==> config.mk <==
export PLATFORM = sky130hd
export DESIGN_NAME = gradient_calc_pipe
export DESIGN_NICKNAME = d
export VERILOG_FILES = /design/src/rtl/edge_pkg.sv /design/src/rtl/gradient_dir_quant.sv /design/src/rtl/gradient_calc_pipe.sv
export SDC_FILE = /design/constraint.sdc
export NUM_CORES = 1
export LEC_CHECK = 0
export CAP_MARGIN = 20
export CORE_AREA = 2 2 184 186
export CTS_BUF_LIST = sky130_fd_sc_hd__clkbuf_4 sky130_fd_sc_hd__clkbuf_8
export DETAILED_ROUTE_END_ITERATION = 10
export DIE_AREA = 0 0 186 188
export PLACE_DENSITY = 0.79
export SLEW_MARGIN = 15
export SYNTH_ARGS = -nofsm -noshare
export SYNTH_HDL_FRONTEND = slang
export SYNTH_HIERARCHICAL = 1
export SYNTH_SLANG_ARGS = --single-unit
==> constraint.sdc <==
create_clock -name clk -period 7.1 [get_ports clk]
set_clock_uncertainty 0.05 [all_clocks]
set_input_delay 1.065 -clock clk [delete_from_list [all_inputs] [get_ports clk]]
set_output_delay 1.065 -clock clk [all_outputs]
set_load 0.05 [all_outputs]
run_1/metal_stack.png
Only two layers are drawn.
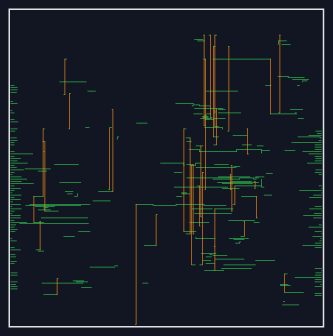
met4: marked orange, wire length 1260 µm. met3: marked green, wire length 1860 µm.
final wirelength: 42.1 mm
Global Route Usage Sum: 23.9%
vias post-DR: 15100
wire per inst: 15.3 µm

run_1/cell_classes.png
Scale bar: 50 µm.
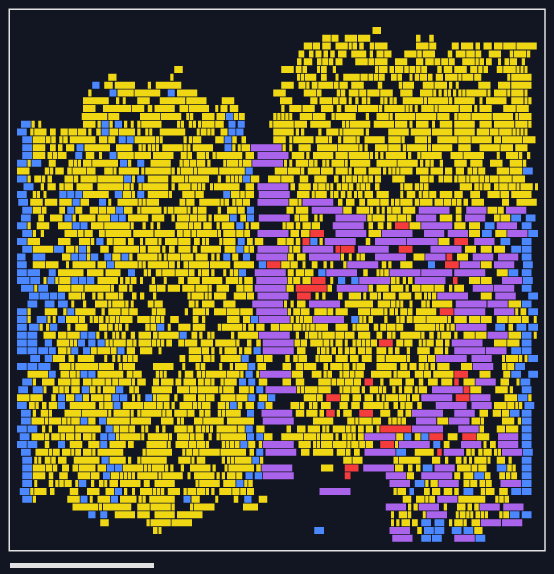
clock drivers and dummy loads: marked red, cells 31. other buffers and delay cells: marked blue, cells 276. flip-flops: marked purple, cells 124. all other logic: marked yellow, cells 1875.
Core Util, Final: 67.5%
fin area: 22400 µm²
row count: 67

run_1/final_placement.png
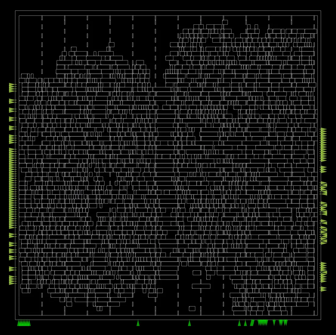
fraction of area in registers: 14.3%
Final Non-Filler Cells: 2754

==> metrics.yaml, run 1 <==
clocking:
  path_clk_slew_ns: 0.07
  ctsLongestPathBuffers: 2
  clkSinkCount: 124
  cts_htree_levels: 4
  holdBufCountCts: 0
  cts_tree: "done"
  cts_inserted_buffers: 17
  clk_latency_ns: 0.44
  cts-root-buf: "clkbuf_8"
critical_path:
  crit_type: "input port to flop"
  ff2ff_path_depth: 24
  cp_max_fo: 5
  crit_family: "adder cells"
  regToRegSetupSlack_ns: 0.41
  required_ns: 7.34
  end_kind: "flop"
  crit_path_top_delay_cell: "fa_1"
  crit_arrival_ns: 7.32
  worst-path-buf-inv: 6
  crit_cells: 27
  cpPeakStageDelay_ns: 0.54
  start_kind: "input port"
place:
  dp_hpwl_mm: 34.0
  placedInstanceArea_um2: 21000
  port_buffers: 133
  dp.cells: 2712
  pre_cts_slack_ns: -0.829
  place.gp.congestion: 0.953
yosys:
  synthAoiAreaFrac_pct: 15.5
  mux_share_pct: 0.866
  top_cell: "inv_1"
  yosys_area_um2: 18200
  synth_warnings: 6
  yosys_cells: 2029
  edf_count: 72
  yosysSeqAreaShare_pct: 17.6
  ys_sh_xor_pct: 7.69
  netlist_area_um2: 18200
  top_cells_by_count: "inv_1 (374), ha_1 (343), fa_1 (132)"
  synthCells: 2029
  largest_area_cell: "ha_1"
  top_area_share_pct: 23.6
  yosys-top-cells-area: "ha_1 (24%), fa_1 (15%), edfxtp_1 (12%)"
  logic_family: "adder cells"
  synth_cell_type_count: 85
  fa_ha_area_share_pct: 38.1
  synthesis.nets: 2595
  synth-simple-area-share_pct: 11.9
  synthFlopType: "edfxtp_1"
  async_reset_ff_share_pct: 0
  synth_flops: 124
  syn_area_per_cell_um2: 8.98
cells_and_area:
  comb_area_um2: 14400
  largest_reg_flops: 19
  drive_above_1_share_pct: 15.7
  antennaDiodeCount: 0
  regArea_um2: 3200
  area_growth_pct: 22.8
  num-fill-cells: 2539
  nets: 2860
final_timing:
  layout_setup_ws_ns: 0.0234
  fmaxAchievable_ghz: 0.141
  worst_pin_slew_ns: 0.942
  finalSetupViolations: 0
  maxSlewHeadroom_pct: 37.2
  post-route-min-period_ns: 7.08
  period_used_pct: 99.7
  rsz0062_at_grt: "true"
  hold_violations: 0
  drv_slew: 0
die:
  die-height_um: 188
  io_pins: 142
  die_w_um: 186
  chip_area_um2: 35000
  initial_utilization_pct: 55.0
  design.core.area_um2: 33100
hold_path:
  worstHoldPathType: "flop to flop"
  holdPathStages: 0
global_routing:
  grt_pass1_wl_mm: 69.2
  grt-ovfl-total: 0
  grt_pass1_vias: 15400
  grt_max_degree: 43
  antenna_found_initial: 0
job:
  drv_cap: 0
  warnings: 55
route:
  drt_iter0_drc: 699
  viasPerCell: 5.50
  drc: 0
  ant_nets: 0
  first_pass_iters: 5
run_status:
  status: "completed"
-- run 1: per-layer routing --
metal  up-vias  part of all wire, %  global-route usage, %  wire length (µm)
met3        75                  4.4                   2.49              1860
li1       7417                    -                      -                 -
met4         0                  3.0                   8.54              1260
met2       432                   51                   43.1             21400
met1      7215                   42                   29.3             17600
met5         -                    0                      0                 0
-- run 1: final cells by class --
cell class	count	share of cell area, %
clock buffer	20	1.20
tap	448	2.51
inverter	374	6.28
multi-input combinational	1501	64.4
sequential	124	14.3
timing repair buffer	276	10.8
clock inverter	11	0.520
-- run 1: cell usage in the layout, fill, tap and decap left out, types with 15 or more instances in the layout --
master and count:
a21oi_2 16, nand2_1 96, xor2_1 66, nand3_1 21, xnor2_1 78, clkbuf_8 19, o221a_2 27, inv_1 365
edfxtp_1 72, nand2b_1 33, nor2b_1 29, dfxtp_1 52, and2_1 26, a21oi_1 95, ha_1 302, o21ai_0 85
clkdlybuf4s50_1 126, fa_1 128, ha_4 36, o21bai_1 15, buf_4 143, nor2_1 119, nor3_1 25, o21a_1 21
a21o_1 34
-- run 1: through the flow --
step / TNS [ns] / hold slack, ns
floorplan: 0 / 0.350
global placement: -5.13 / 0.353
detailed placement: -6.86 / 0.373
CTS: -0.0220 / 0.388
global route: -0.888 / 0.409
finish: 0 / 0.383
-- run 1: repair_timing --
action,4_1_cts,5_1_grt
buffers inserted,4,7
gates resized,59,98
endpoints found under the setup margin,7,16
hold endpoints to repair,0,0
pin swaps,42,91
run_1/clock_map.png
Scale bar: 50 µm.
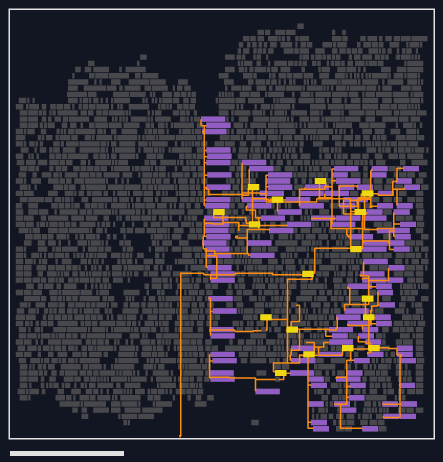

==> run 2, diff against run 1 <==
--- a/config.mk
+++ b/config.mk
@@ -5,11 +5,12 @@
 export SDC_FILE = /design/constraint.sdc
 export NUM_CORES = 1
 export LEC_CHECK = 0
+export ABC_AREA = 1
 export CAP_MARGIN = 20
-export CORE_AREA = 2 2 184 186
+export CORE_AREA = 2 2 189 191
 export CTS_BUF_LIST = sky130_fd_sc_hd__clkbuf_4 sky130_fd_sc_hd__clkbuf_8
 export DETAILED_ROUTE_END_ITERATION = 10
-export DIE_AREA = 0 0 186 188
+export DIE_AREA = 0 0 191 193
 export PLACE_DENSITY = 0.79
 export SLEW_MARGIN = 15
 export SYNTH_ARGS = -nofsm -noshare
run_2/clock_map.png
Scale bar: 50 µm.
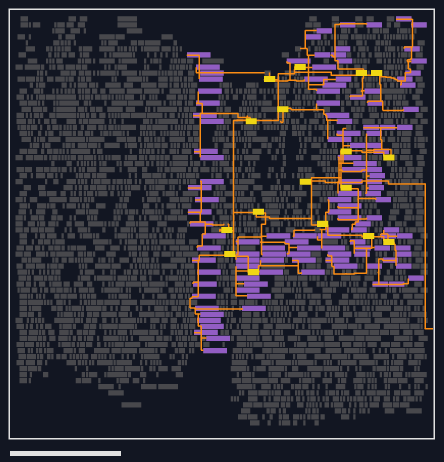
clock wires: marked orange, length 1580 µm. cells driving clock nets: marked yellow, count 17. flip-flops: marked purple, count 124.
There are 18 routed clock nets.

==> run 2 against run 1 <==
Count of clock-buffer cells in the layout fell by 3. Critical path type unchanged. Maximum frequency rose by 3.7%. Final area rose by 1.4%. Sequential cell count did not move.
==> metrics.yaml, run 2 <==
run_status:
  status: "completed"  # unchanged
yosys:
  synth_warnings: 6  # unchanged
  synthCells: 2537  # was 2029
  synthesis.nets: 3103  # was 2595
  largest_area_cell: "ha_1"  # unchanged
  synthFlopType: "edfxtp_1"  # unchanged
  logic_family: "adder cells"  # unchanged
  yosys_cells: 2537  # was 2029
  yosysSeqAreaShare_pct: 16.6  # was 17.6%
  synth_flops: 124  # unchanged
  synth-simple-area-share_pct: 18.4  # was 11.9%
  ys_sh_xor_pct: 6.13  # was 7.69%
  edf_count: 72  # unchanged
  syn_area_per_cell_um2: 7.60  # was 8.98 µm²
  top_cell: "inv_1"  # unchanged
  mux_share_pct: 0.0519  # was 0.866%
  yosys-top-cells-area: "ha_1 (22%), fa_1 (14%), edfxtp_1 (11%)"  # was ha_1 (24%), fa_1 (15%), edfxtp_1 (12%)
  fa_ha_area_share_pct: 36.0  # was 38.1%
  top_area_share_pct: 22.3  # was 23.6%
  netlist_area_um2: 19300  # was 18200 µm²
  top_cells_by_count: "inv_1 (554), nand2_1 (395), ha_1 (343)"  # was inv_1 (374), ha_1 (343), fa_1 (132)
cells_and_area:
  antennaDiodeCount: 0  # unchanged
  area_growth_pct: 17.6  # was 22.8%
  nets: 3348  # was 2860
  largest_reg_flops: 19  # unchanged
  mostFrequentLayoutCells: "inv_1 (553), nand2_1 (395), ha_1 (326), nor2_1 (218), a21oi_1 (175)"  # was inv_1 (365), ha_1 (302), buf_4 (143), fa_1 (128), clkdlybuf4s50_1 (126)
  num-fill-cells: 2977  # was 2539
final_timing:
  fin_hold_ws_ns: 0.388  # was 0.383 ns
  finalSetupViolations: 0  # unchanged
  layout_setup_ws_ns: 0.278  # was 0.0234 ns
  fmaxAchievable_ghz: 0.147  # was 0.141 GHz
  maxSlewHeadroom_pct: 32.7  # was 37.2%
  drv_slew: 0  # unchanged
  period_used_pct: 96.1  # was 99.7%
clocking:
  cts_htree_levels: 4  # unchanged
  clkSinkCount: 124  # unchanged
  cts_tree: "done"  # unchanged
  cts-root-buf: "clkbuf_8"  # unchanged
  ctsLongestPathBuffers: 2  # unchanged
  clk_latency_ns: 0.46  # was 0.44 ns
  holdBufCountCts: 0  # unchanged
  cts_inserted_buffers: 17  # unchanged
place:
  port_buffers: 133  # unchanged
  dp.cells: 3223  # was 2712
  place.gp.congestion: 0.936  # was 0.953
die:
  design.core.area_um2: 35000  # was 33100 µm²
  io_pins: 142  # unchanged
  num_rows: 69  # was 67
  initial_utilization_pct: 55.1  # was 55.0%
  die-height_um: 193  # was 188 µm
  chip_area_um2: 36900  # was 35000 µm²
route:
  viasPerCell: 5.29  # was 5.50
  top_layer_used: "met4"  # unchanged
  ant_nets: 0  # unchanged
  first_pass_iters: 6  # was 5
  drt_iter0_drc: 853  # was 699
  wl_met2_mm: 22.6  # was 21.4 mm
  met1_length_mm: 18.9  # was 17.6 mm
critical_path:
  crit_path_top_delay_cell: "fa_1"  # unchanged
  crit_type: "input port to flop"  # unchanged
  start_kind: "input port"  # unchanged
  crit_arrival_ns: 6.99  # was 7.32 ns
  regToRegSetupSlack_ns: 0.60  # was 0.41 ns
  end_kind: "flop"  # unchanged
  cp_max_fo: 4  # was 5
job:
  drv_cap: 0  # unchanged
global_routing:
  grt_usage_pct: 24.3  # was 23.9%
  grt-ovfl-total: 0  # unchanged
  grt_pass1_wl_mm: 74.1  # was 69.2 mm
  grt_pass1_vias: 16800  # was 15400
hold_path:
  worstHoldPathType: "flop to flop"  # unchanged
run_2/final_placement.png
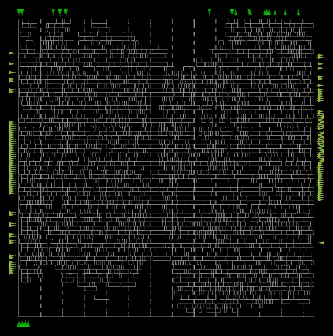
fraction of area in registers: 14.1%
Core Util, Final: 64.9%
sequential cell count: 124
TAP cells: 461
Final Non-Filler Cells: 3256

[run 2: layer usage]
metal | up-vias | GRT usage, %
li1 | 8645 | -
met4 | 0 | 8.86
met3 | 90 | 2.53
met2 | 458 | 45.5
met5 | - | 0
met1 | 8020 | 28.8
[run 2: kinds of logic (layout without fill, tap and decap cells)]
group	after synthesis	after routing
fa+ha+maj	475	475
flops	124	124
buf+inv	591	849
mux	1	1
xor+xnor	135	135
simple gates	829	829
compound gates	382	382
[run 2: cell type report]
| cell class | count | area (µm²) | area share (%) |
|---|---|---|---|
| well taps | 461 | 577 | 2.54 |
| clock inverters | 15 | 165 | 0.728 |
| multi-input cells | 1822 | 14100 | 62.3 |
| inverters | 565 | 2130 | 9.39 |
| flip-flops and latches | 124 | 3200 | 14.1 |
| repair buffers | 252 | 2240 | 9.89 |
| clock buffers | 17 | 234 | 1.03 |
[run 2: repair_timing]
action                                  4_1_cts  5_1_grt
endpoints found under the setup margin        2       12
setup buffers                                 0        0
pin swaps                                     2       24
gates resized                                 2       49
hold endpoints to repair                      0        0
[run 2: worst max-delay path, delay by kind of cell]
family / cells / cell delay [ns]
compound gates: 7 / 0.98
buf+inv: 7 / 0.80
fa+ha+maj: 9 / 3.09
simple gates: 10 / 0.84
xor+xnor: 1 / 0.19
[run 2: metrics by stage]
| step | instance area, µm² | util (%) | setup TNS (ns) |
|---|---|---|---|
| floorplan | 19300 | - | 0 |
| global placement | 21900 | 62.8 | -3.38 |
| detailed placement | 21900 | 62.8 | -4.51 |
| CTS | 22300 | 63.9 | 0 |
| finish | 22700 | 64.9 | 0 |
| global route | 22700 | 64.9 | -0.142 |
